Figure 1. Cell outlines without signal wires.
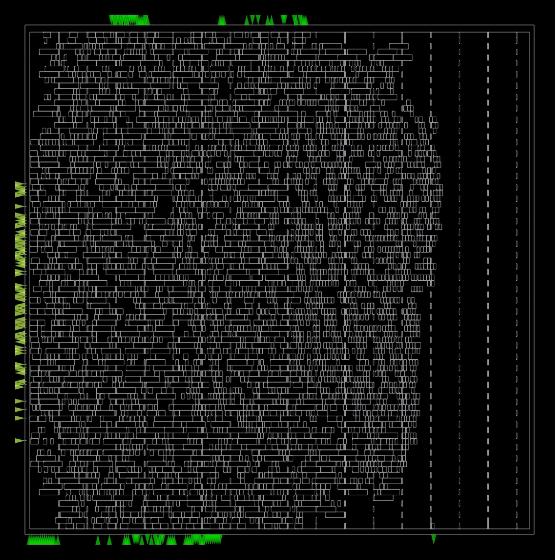
Figure 2. I/O pins on the die edge.
Pins as bars across the die edge, other pins in gray.
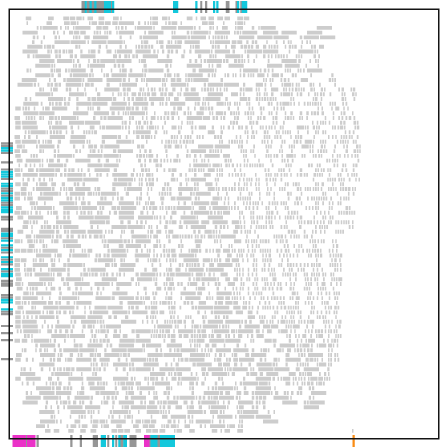
Figure 3. Port wiring.
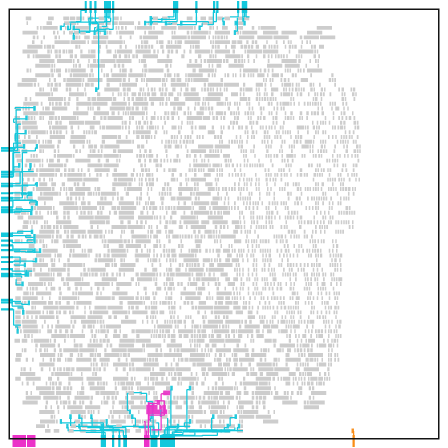
Figure 4. Wiring by layer.
Bar = 50 um.
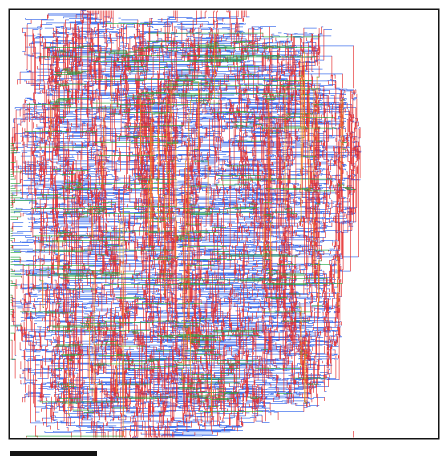
Figure 5. Clock distribution.
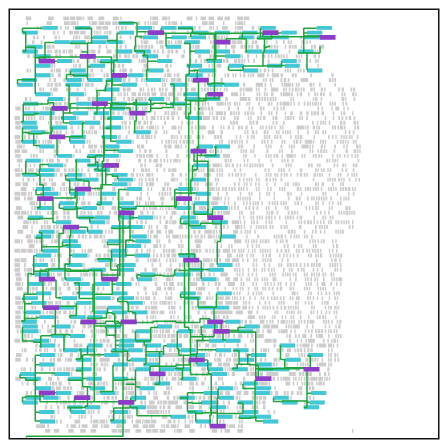
==> config.mk <==
export PLATFORM = sky130hd
export DESIGN_NAME = mul_slave
export DESIGN_NICKNAME = d
export VERILOG_FILES = /design/src/rtl/mul_slave_pkg.sv /design/src/rtl/booth_mul_core.sv /design/src/rtl/mul_slave.sv
export SDC_FILE = /design/constraint.sdc
export NUM_CORES = 1
export LEC_CHECK = 0
export ABC_AREA = 1
export CORE_MARGIN = 2
export CORE_UTILIZATION = 40
export CTS_CLUSTER_SIZE = 40
export DETAILED_ROUTE_END_ITERATION = 8
export PLACE_DENSITY_LB_ADDON = 0.3
export SYNTH_ARGS = -nofsm -noshare
export SYNTH_HDL_FRONTEND = slang
export SYNTH_SLANG_ARGS = --single-unit
export TNS_END_PERCENT = 1
==> constraint.sdc <==
create_clock -name clk -period 6.03 [get_ports clk]
set_input_delay 0.603 -clock clk [delete_from_list [all_inputs] [get_ports clk]]
set_output_delay 0.603 -clock clk [all_outputs]
set_load 0.02 [all_outputs]
==> metrics.cfg <==
[critical_path]
cpMostUsedCell = nand2_1
critical_path.top_delay_family = simple AND/OR/NAND/NOR gates
endpoint_kind = flip-flop
r2r_slack_ns = 1.46
critPathBufInv = 2
criticalPathCategory = reg -> reg
startpoint_type = flip-flop
worst_ep_required_time_ns = 6.46
critPathMaxStageDelay_ns = 0.64
crit_fanout = 5
cp.arrival_ns = 5.00
r2r_cells = 21
path_depth = 21
critPathSlowestCell = nor4_1

[sta]
fmax_mhz = 219
hold_viol_final = 0
finalSetupViolations = 0
slew_violations = 0
fin_tns_setup_ns = 0
setup_ws_ns = 1.46
period_minus_slack_ns = 4.57
rsz0062_at_grt = no
maxSlewHeadroom_pct = 18.9
fin_crit_sh_pct = 75.8

[clocking]
numCtsBuffers = 37
cts_tree = yes
h-tree-depth = 2
cts_hold_buf = 0
clock_path_buffers = 3
postCtsSetupRepairBufs = 0

[yosys]
yosys.stat.seqShare_pct = 35.4
netlist_area_mm2 = 0.0233
numSynthFlops = 330
fp_nets = 3769
synth_simple_gate_area_share_pct = 25.9
synthXorXnorAreaFrac_pct = 3.15
yosysUniqueCellTypes = 41
syn-instance-count = 3617
synth-compound-area-share_pct = 17.6
synth_area_per_cell_um2 = 6.45
adder_share_pct = 3.68
synthMuxAreaShare_pct = 0
ys_warn_count = 0
yosys-stat-area_mm2 = 0.0233
ys_top_logic_family = simple AND/OR/NAND/NOR gates

[floorplan]
rows = 88
fp_util_pct = 40.4

[place]
dp.final_hpwl_um = 59000
post_dp_cell_area_mm2 = 0.0253
dp_cells = 4398
routabilityCongestion = 0.974

[routing]
highest_layer = met4
route.detailed.drc = 0
ant_nets = 0
routed_via_density = 5.24
drtIter0Drc = 2240
firstDrtPassIters = 5
routed-wl-met2_um = 32700
wl_met3_um = 5860

[power]
powerDensity_mw_per_mm2 = 510
leakage_nw = 13.8
ir_drop_mv = 0.346

[run_status]
status = finished clean

[final_layout]
lay_top_count = nand2_1
nets = 3824
final_cell_mix = 1004 x nand2_1, 732 x inv_1, 354 x o21ai_0
syn2layout_area_growth_pct = 13.5
stdcell_area_mm2 = 0.0265
post_route_cells_drive_above_1_share_pct = 2.79
antenna_cells = 0

[grt]
grt_pass1_wl_um = 122000
overflow = 0
grt_pass1_vias = 21357
antenna_found_initial = 0
grt_start_max_net_pins = 119

[flow_run]
max_cap_viol_count = 0
warnings = 41

[worst_hold_path]
hp-class = in -> async

-- Figure 1 (at the start) --
Fillers: 6066
final std cells w/o fill: 4459

-- Figure 2 (at the start) --
Key: orange = `s_interrupt` [pins 1, direction output, edge bottom]; cyan = `s_dout` [pins 64, direction output, edge 26 left, 20 bottom, 18 top]; magenta = `s_addr` [pins 16, direction input, edge bottom]
die x size: 246 um
IO buf count: 134
die height: 246 um

-- Figure 3 (at the start) --
Key: magenta = `s_addr` [bits 16, direction input, end cells 9, wire 115 um]; orange = `s_interrupt` [bits 1, direction output, end cells 1, wire 3.60 um]; cyan = `s_dout` [bits 64, direction output, end cells 64, wire 1500 um]
IO Count: 149

-- Figure 4 (at the start) --
Key: red = metal 2 [wire length 32.7 mm]; blue = metal 1 [wire length 37.6 mm]; orange = metal 4 [wire length 2190 um]; green = metal 3 [wire length 5860 um]
vias post-DR: 23346
total length of routed wires: 78300 um
gr usage total: 25.9%
drt wl/cell: 17.6 um

-- Figure 5 (at the start) --
Key: cyan = flip-flops [count 330]; purple = clock drivers [count 37]; green = clock wires [length 4510 um]
There are 38 routed clock nets.
Worst-Skew Late Latency: 0.55 ns
skew final: 0.0180 ns
clock distribution power: 2.22 mW

==> cells in the mapped netlist (all sizes together) <==
master	count	area (um^2)
a21oi	172	861
nor4	5	46.3
o211ai	12	90.1
buf	29	143
or2	3	18.8
nand3	114	581
and2	2	12.5
inv	736	2760
o22ai	123	769
a221oi	64	561
clkinv	3	11.3
nand4	17	106
nor3	30	150
o21ai	357	1790
o21a	1	7.51
xor2	74	648
clkbuf	112	420
nand2	1012	3810
nand3b	8	60.1
and3	1	6.26
fa	1	20.0
a22o	1	8.76
nor2	330	1250
o221ai	1	8.76
a31oi	1	6.26
dfrtp	330	8260
conb	1	3.75
ha	67	838
xnor2	10	87.6
==> kinds of logic after synthesis <==
| kind of cell | count (synthesis) |
|---|---|
| and+or+nand+nor | 1522 |
| buffers and inverters | 880 |
| AOI/OAI and AO/OA | 732 |
| DFF | 330 |
| xor gates and xnor gates | 84 |
| adders and majority gates | 68 |
| other | 1 |
==> power breakdown <==
group          switching (mW)  total, mW  internal (mW)
clock                   0.931       2.22           1.29
combinational            5.54       7.89           2.35
sequential              0.456       3.38           2.93
total                    6.93       13.5           6.57
==> layer usage <==
layer | GRT usage, % | vias up
met1 | 39.8 | 10868
met3 | 3.55 | 117
li1 | - | 11462
met5 | 0 | -
met4 | 7.45 | 0
met2 | 37.4 | 899
==> through the flow <==
step	hold WS [ns]	total power, mW
after floorplan	0.307	8.68
after global placement	0.466	11.0
after detailed placement	0.473	11.1
after CTS	0.0857	13.4
after global routing	0.116	14.6
final	0.0441	13.5
==> final cells by class <==
type                            instances  area (um^2)
Sequential cell                       330         8260
Multi-Input combinational cell       2407        11800
Clock buffer                           51         1040
Clock inverter                         10          118
Inverter                              739         2770
Fill cell                            6066        31200
Tap cell                              765          957
Timing Repair Buffer                  157         1530
Power and IR drop assume default switching activity.
